File: config.mk
export PLATFORM = sky130hd
export DESIGN_NAME = lane_runner_engine
export DESIGN_NICKNAME = d
export VERILOG_FILES = /design/src/rtl/lane_runner_pkg.sv /design/src/rtl/lane_runner_lfsr.sv /design/src/rtl/lane_runner_engine.sv
export SDC_FILE = /design/constraint.sdc
export NUM_CORES = 1
export LEC_CHECK = 0
export CORE_UTILIZATION = 60
export CTS_BUF_LIST = sky130_fd_sc_hd__clkbuf_4
export CTS_CLUSTER_SIZE = 24
export DETAILED_ROUTE_END_ITERATION = 12
export GPL_TIMING_DRIVEN = 0
export PLACE_DENSITY = 0.82
export SYNTH_ARGS = -nofsm -noshare
export SYNTH_HDL_FRONTEND = slang
export SYNTH_HIERARCHICAL = 1
export SYNTH_SLANG_ARGS = --single-unit
export TNS_END_PERCENT = 10
File: constraint.sdc
create_clock -name clk -period 6.8 [get_ports clk]
set_input_delay 0.68 -clock clk [delete_from_list [all_inputs] [get_ports clk]]
set_output_delay 0.68 -clock clk [all_outputs]
set_load 0.01 [all_outputs]
File: src/rtl/lane_runner_pkg.sv
// ============================================================================
// Module      : lane_runner_pkg
// Description : Shared encodings and speedup constants for the lane runner.
// Revision    : 1.0 - initial release
// ============================================================================
`default_nettype none

package lane_runner_pkg;

    localparam logic [1:0] c_ST_START    = 2'd0;
    localparam logic [1:0] c_ST_PLAY     = 2'd1;
    localparam logic [1:0] c_ST_GAMEOVER = 2'd2;

    localparam logic [0:0] c_CAR_READY  = 1'b0;
    localparam logic [0:0] c_CAR_MOVING = 1'b1;

    localparam int c_SPEEDUP_INTERVAL = 8;
    localparam int c_SPEEDUP_MULT     = 3;

endpackage

`default_nettype wire

File: src/rtl/lane_runner_lfsr.sv
// ============================================================================
// Module      : lane_runner_lfsr
// Description : Free-running 8-bit Fibonacci LFSR, x^8 + x^6 + 1.
// Revision    : 1.0 - initial release
// ============================================================================
`default_nettype none

module lane_runner_lfsr #(
    parameter logic [7:0] SEED = 8'hAC
) (
    input  logic       clk,
    input  logic       reset,
    output logic [7:0] o_q
);

    logic [7:0] r_q;

    always_ff @(posedge clk) begin
        if (reset) begin
            r_q <= SEED;
        end else begin
            r_q <= {r_q[6:0], r_q[7] ^ r_q[5]};
        end
    end

    assign o_q = r_q;

endmodule

`default_nettype wire

File: src/rtl/lane_runner_engine.sv
// ============================================================================
// Module      : lane_runner_engine
// Description : Game-state engine: player slide, falling obstacles, scoring,
//               collision and START/PLAY/GAMEOVER control. Optional obstacle
//               speedup is enabled by defining LANE_RUNNER_SPEEDUP_EN.
// Revision    : 1.0 - initial release
// ============================================================================
`default_nettype none

module lane_runner_engine
    import lane_runner_pkg::*;
#(
    parameter int NUM_LANES   = 3,
    parameter int NUM_OBS     = 2,
    parameter int LANE_X0     = 180,
    parameter int LANE_PITCH  = 140,
    parameter int OBJ_HALF_W  = 40,
    parameter int OBJ_H       = 80,
    parameter int PLAYER_Y    = 400,
    parameter int SCREEN_H    = 480,
    parameter int OBS_STEP    = 4,
    parameter int CAR_STEP    = 5,
    parameter int TICK_DIV    = 4194304,
    parameter int OBS_SPACING = 80
) (
    input  logic                   clk,
    input  logic                   reset,
    input  logic                   btn_l,
    input  logic                   btn_r,
    input  logic                   btn_c,
    output logic [1:0]             game_state,
    output logic [9:0]             car_x,
    output logic [10*NUM_OBS-1:0]  obs_y,
    output logic [2*NUM_OBS-1:0]   obs_lane,
    output logic [15:0]            score,
    output logic                   collision,
    output logic                   tick
);

`ifdef LANE_RUNNER_SPEEDUP_EN
    localparam bit c_SPEEDUP = 1'b1;
`else
    localparam bit c_SPEEDUP = 1'b0;
`endif

    localparam int          c_CNT_W    = (TICK_DIV > 1) ? $clog2(TICK_DIV) : 1;
    localparam logic [10:0] c_Y_LIMIT  = 11'(SCREEN_H + OBJ_H);
    localparam logic [7:0]  c_STEP_MAX = 8'(c_SPEEDUP_MULT * OBS_STEP);

    function automatic logic [10:0] lane_x(input logic [1:0] lane);
        return 11'(LANE_X0 + int'(lane) * LANE_PITCH);
    endfunction

    function automatic logic [1:0] lane_wrap(input logic [7:0] v);
        return 2'(int'(v[1:0]) % NUM_LANES);
    endfunction

    function automatic logic obs_hits(input logic [10:0] y, input logic [1:0] lane,
                                      input logic [10:0] cx);
        int dx;
        dx = int'(cx) - int'(lane_x(lane));
        if (dx < 0) dx = -dx;
        return (dx < 2 * OBJ_HALF_W) && (int'(y) < PLAYER_Y + OBJ_H) &&
               (int'(y) + OBJ_H > PLAYER_Y);
    endfunction

    logic [1:0]          r_state;
    logic [0:0]          r_car_state;
    logic [1:0]          r_lane;
    logic [10:0]         r_car_x;
    logic [10:0]         r_obs_y    [NUM_OBS];
    logic [1:0]          r_obs_lane [NUM_OBS];
    logic [15:0]         r_score;
    logic                r_collision;
    logic [7:0]          r_step;
    logic [c_CNT_W-1:0]  r_cnt;
    logic                r_tick;
    logic                r_btn_l_d, r_btn_r_d, r_btn_c_d;

    logic                w_rise_l, w_rise_r, w_rise_c, w_tick, w_overlap;
    logic [7:0]          w_lfsr;
    logic [10:0]         w_target, w_car_up, w_car_x_nx;
    logic [10:0]         w_obs_y_nx    [NUM_OBS];
    logic [1:0]          w_obs_lane_nx [NUM_OBS];
    logic [3:0]          w_respawns;
    logic [16:0]         w_score_sum;
    logic [15:0]         w_score_nx;
    logic [7:0]          w_step_nx;

    lane_runner_lfsr #(.SEED(8'hAC)) u_lfsr (
        .clk   (clk),
        .reset (reset),
        .o_q   (w_lfsr)
    );

    assign w_rise_l = btn_l & ~r_btn_l_d;
    assign w_rise_r = btn_r & ~r_btn_r_d;
    assign w_rise_c = btn_c & ~r_btn_c_d;
    assign w_tick   = (r_cnt == c_CNT_W'(TICK_DIV - 1));
    assign w_target = lane_x(r_lane);
    assign w_car_up = r_car_x + 11'(CAR_STEP);

    // Slide toward the target lane centre, clamping the final step
    always_comb begin
        w_car_x_nx = r_car_x;
        if (r_car_x < w_target) begin
            w_car_x_nx = (w_car_up >= w_target) ? w_target : w_car_up;
        end else if (r_car_x > w_target) begin
            w_car_x_nx = (r_car_x > w_target + 11'(CAR_STEP)) ? r_car_x - 11'(CAR_STEP)
                                                              : w_target;
        end
    end

    always_comb begin
        w_respawns = '0;
        w_overlap  = 1'b0;
        for (int k = 0; k < NUM_OBS; k++) begin
            w_obs_y_nx[k]    = r_obs_y[k] + 11'(r_step);
            w_obs_lane_nx[k] = r_obs_lane[k];
            if (r_obs_y[k] >= c_Y_LIMIT) begin
                w_obs_y_nx[k]    = '0;
                w_obs_lane_nx[k] = lane_wrap(w_lfsr >> ((2 * k) % 8));
                w_respawns       = w_respawns + 4'd1;
            end
            if (obs_hits(r_obs_y[k], r_obs_lane[k], r_car_x)) w_overlap = 1'b1;
        end
        w_score_sum = {1'b0, r_score} + 17'(w_respawns);
        w_score_nx  = w_score_sum[16] ? 16'hFFFF : w_score_sum[15:0];
        // Crossing test rather than equality so multi-respawn ticks cannot skip a level
        w_step_nx   = r_step;
        if (c_SPEEDUP && (r_step < c_STEP_MAX) &&
            (int'(w_score_nx) / c_SPEEDUP_INTERVAL != int'(r_score) / c_SPEEDUP_INTERVAL)) begin
            w_step_nx = r_step + 8'd1;
        end
    end

    always_ff @(posedge clk) begin
        r_btn_l_d <= btn_l;
        r_btn_r_d <= btn_r;
        r_btn_c_d <= btn_c;
        if (reset) begin
            r_cnt  <= '0;
            r_tick <= 1'b0;
        end else begin
            r_tick <= w_tick;
            r_cnt  <= w_tick ? '0 : r_cnt + c_CNT_W'(1);
        end

        // Reset, START hold and any btn_c exit share one START-entry load
        if (reset || w_rise_c || (r_state != c_ST_PLAY && r_state != c_ST_GAMEOVER)) begin
            r_state     <= (!reset && r_state == c_ST_START && w_rise_c) ? c_ST_PLAY : c_ST_START;
            r_car_state <= c_CAR_READY;
            r_lane      <= 2'(NUM_LANES / 2);
            r_car_x     <= lane_x(2'(NUM_LANES / 2));
            for (int k = 0; k < NUM_OBS; k++) begin
                r_obs_y[k]    <= 11'(k * OBS_SPACING);
                r_obs_lane[k] <= 2'(k % NUM_LANES);
            end
            r_score     <= '0;
            r_collision <= 1'b0;
            r_step      <= 8'(OBS_STEP);
        end else if (r_state == c_ST_PLAY) begin
            r_collision <= w_overlap;
            if (r_collision) r_state <= c_ST_GAMEOVER;
            if (w_tick) begin
                for (int k = 0; k < NUM_OBS; k++) begin
                    r_obs_y[k]    <= w_obs_y_nx[k];
                    r_obs_lane[k] <= w_obs_lane_nx[k];
                end
                r_score <= w_score_nx;
                r_step  <= w_step_nx;
            end
            if (r_car_state == c_CAR_READY) begin
                if (w_rise_l && !w_rise_r && r_lane != 2'd0) begin
                    r_lane      <= r_lane - 2'd1;
                    r_car_state <= c_CAR_MOVING;
                end else if (w_rise_r && !w_rise_l && r_lane < 2'(NUM_LANES - 1)) begin
                    r_lane      <= r_lane + 2'd1;
                    r_car_state <= c_CAR_MOVING;
                end
            end else if (w_tick) begin
                r_car_x <= w_car_x_nx;
                if (w_car_x_nx == w_target) r_car_state <= c_CAR_READY;
            end
        end
    end

    generate
        for (genvar g = 0; g < NUM_OBS; g++) begin : g_pack
            assign obs_y[10*g +: 10]  = r_obs_y[g][9:0];
            assign obs_lane[2*g +: 2] = r_obs_lane[g];
        end
    endgenerate

    assign game_state = r_state;
    assign car_x      = r_car_x[9:0];
    assign score      = r_score;
    assign collision  = r_collision;
    assign tick       = r_tick;

endmodule

`default_nettype wire

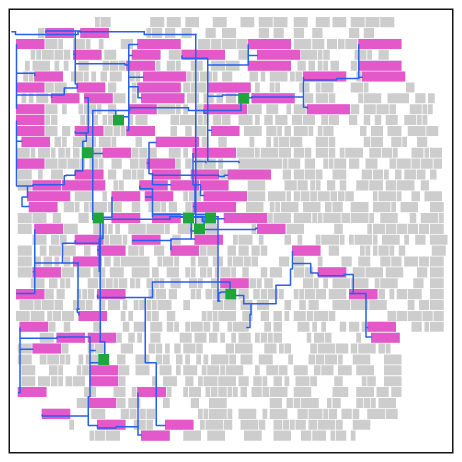
(clock network drawn from the DEF)
Drawn at 4 px/um.
Key: green = cells driving clock nets [count 9]; blue = clock wires [length 1060 um]; magenta = flip-flops [count 89]
Position of the flops: all over the die. There are 10 routed clock nets.
clock latency on the worst-skew pair: 0.48 ns
Clock Skews: 0.0439 ns
Clk pwr share: 17.2%

==> results.tsv <==
stage	metric	value	unit
run_status	status	completed	
drt	DR vias	6383	
cells_and_area	# fillers	935	
synthesis	aoi share	18.5	%
synthesis	Top cells by area	dfxtp_1 (18%), ha_1 (13%), edfxtp_1 (10%)	
clocking	cts repair resizes	0	
power_and_ir_drop	pwr dens	235	mW/mm2
global_route	GRT Util Overall	28.8	%
synthesis	Synth Seq Share	28.6	%
sta	final hold vios	0	
sta	post-layout period usage	82.8	%
sta	unrepaired setup endpoints after global routing	no	
synthesis	MUX area fraction	1.56	%
sta	fin. max-slew vios	0	
placed_design	GPL Wtd Cong	0.992	
drt	DR pass1 iterations	5	
synthesis	ys cells	854	
clocking	clk sinks	89	
critical_path	slowest stage cell on the critical path	nor4_1	
floorplanning	die width	110	um
synthesis	Synth async-reset ratio	0	%
synthesis	synthesis-stage register bit count	89	
clocking	Post-CTS Setup Inserts	0	
critical_path	CP max FO	11	
sta	setup TNS	0	ns
cells_and_area	most frequent logic cell in the layout	nor2_1	
synthesis	area leader, netlist	dfxtp_1	
global_route	GRT overflow	0	
sta	worst slew pin tran	1.05	ns
critical_path	Crit path max-delay family	buffers and inverters	
clocking	CTS Buffer Depth	2	
global_route	initial antenna violation count	0	
synthesis	Main logic family	simple AND/OR/NAND/NOR gates	
power_and_ir_drop	Leakage	3.32	nW
clocking	TritonCTS clock tree	yes	
sta	Final setup viols	0	
global_route	largest net degree at the start of global routing	19	
global_route	first-pass GRT wire length	28.9	mm
sta	Rel. slew slack	29.7	%
synthesis	Synth Flop Type	dfxtp_1	
flow_run	MaxCap Viol Count	0	
synthesis	synthesized cell area	0.00706	mm2
sta	final worst slack	1.17	ns
synthesis	EDFF count, synth	24	
placed_design	number of port buffers	54	
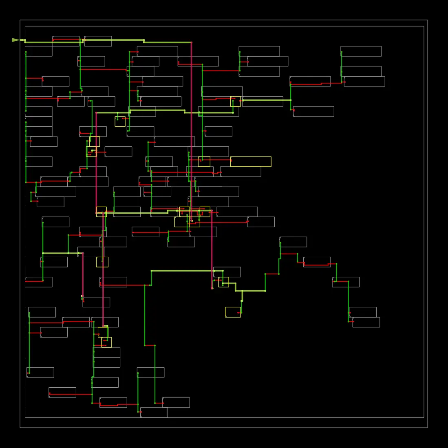
(clock routing)
cts bufs inserted: 9
Clock group: 0.321 mW
flip-flops: 89

==> worst paths after layout <==
kind / startpoint / endpoint / slack [ns] / cells after the start
worst max-delay path: r_lane[0]$_SDFFE_PP1P_ / r_car_state$_SDFFE_PP0P_ / 1.17 / 13
worst min-delay path: u_lfsr/o_q[6]$_SDFF_PP0_ / u_lfsr/o_q[7]$_SDFF_PP1_ / 0.45 / 1
worst max register to register: r_lane[0]$_SDFFE_PP1P_ / r_car_state$_SDFFE_PP0P_ / 1.17 / 13
worst min register to register: u_lfsr/o_q[6]$_SDFF_PP0_ / u_lfsr/o_q[7]$_SDFF_PP1_ / 0.45 / 1
==> per-layer routing <==
layer / wire length [um] / vias up
met5: 0 / -
met4: 360 / 0
met3: 1360 / 33
met2: 7600 / 246
met1: 7880 / 2948
li1: - / 3156
==> area by class of cell <==
| cell class | instances | area [um2] | share of cell area [%] |
|---|---|---|---|
| Timing Repair Buffer | 54 | 541 | 6.80 |
| Tap cell | 143 | 179 | 2.25 |
| Inverter | 60 | 225 | 2.83 |
| Buffer | 56 | 334 | 4.20 |
| Clock inverter | 7 | 85.1 | 1.07 |
| Clock buffer | 9 | 67.6 | 0.850 |
| Multi-Input combinational cell | 654 | 4500 | 56.6 |
| Sequential cell | 89 | 2020 | 25.4 |
==> metrics by stage <==
step	total power, mW	utilization [%]	std cells
detailed placement	1.54	68.0	1056
global placement	1.52	68.0	1056
global route	2.00	69.3	1072
finish	1.87	69.3	1072
CTS	1.86	69.3	1072
floorplan	1.31	-	859
==> power by group <==
part	internal (mW)	switching, mW
Clock	0.119	0.202
Combinational	0.397	0.499
Sequential	0.600	0.0515
No activity file was given, so power comes from the tool's default toggle rates.
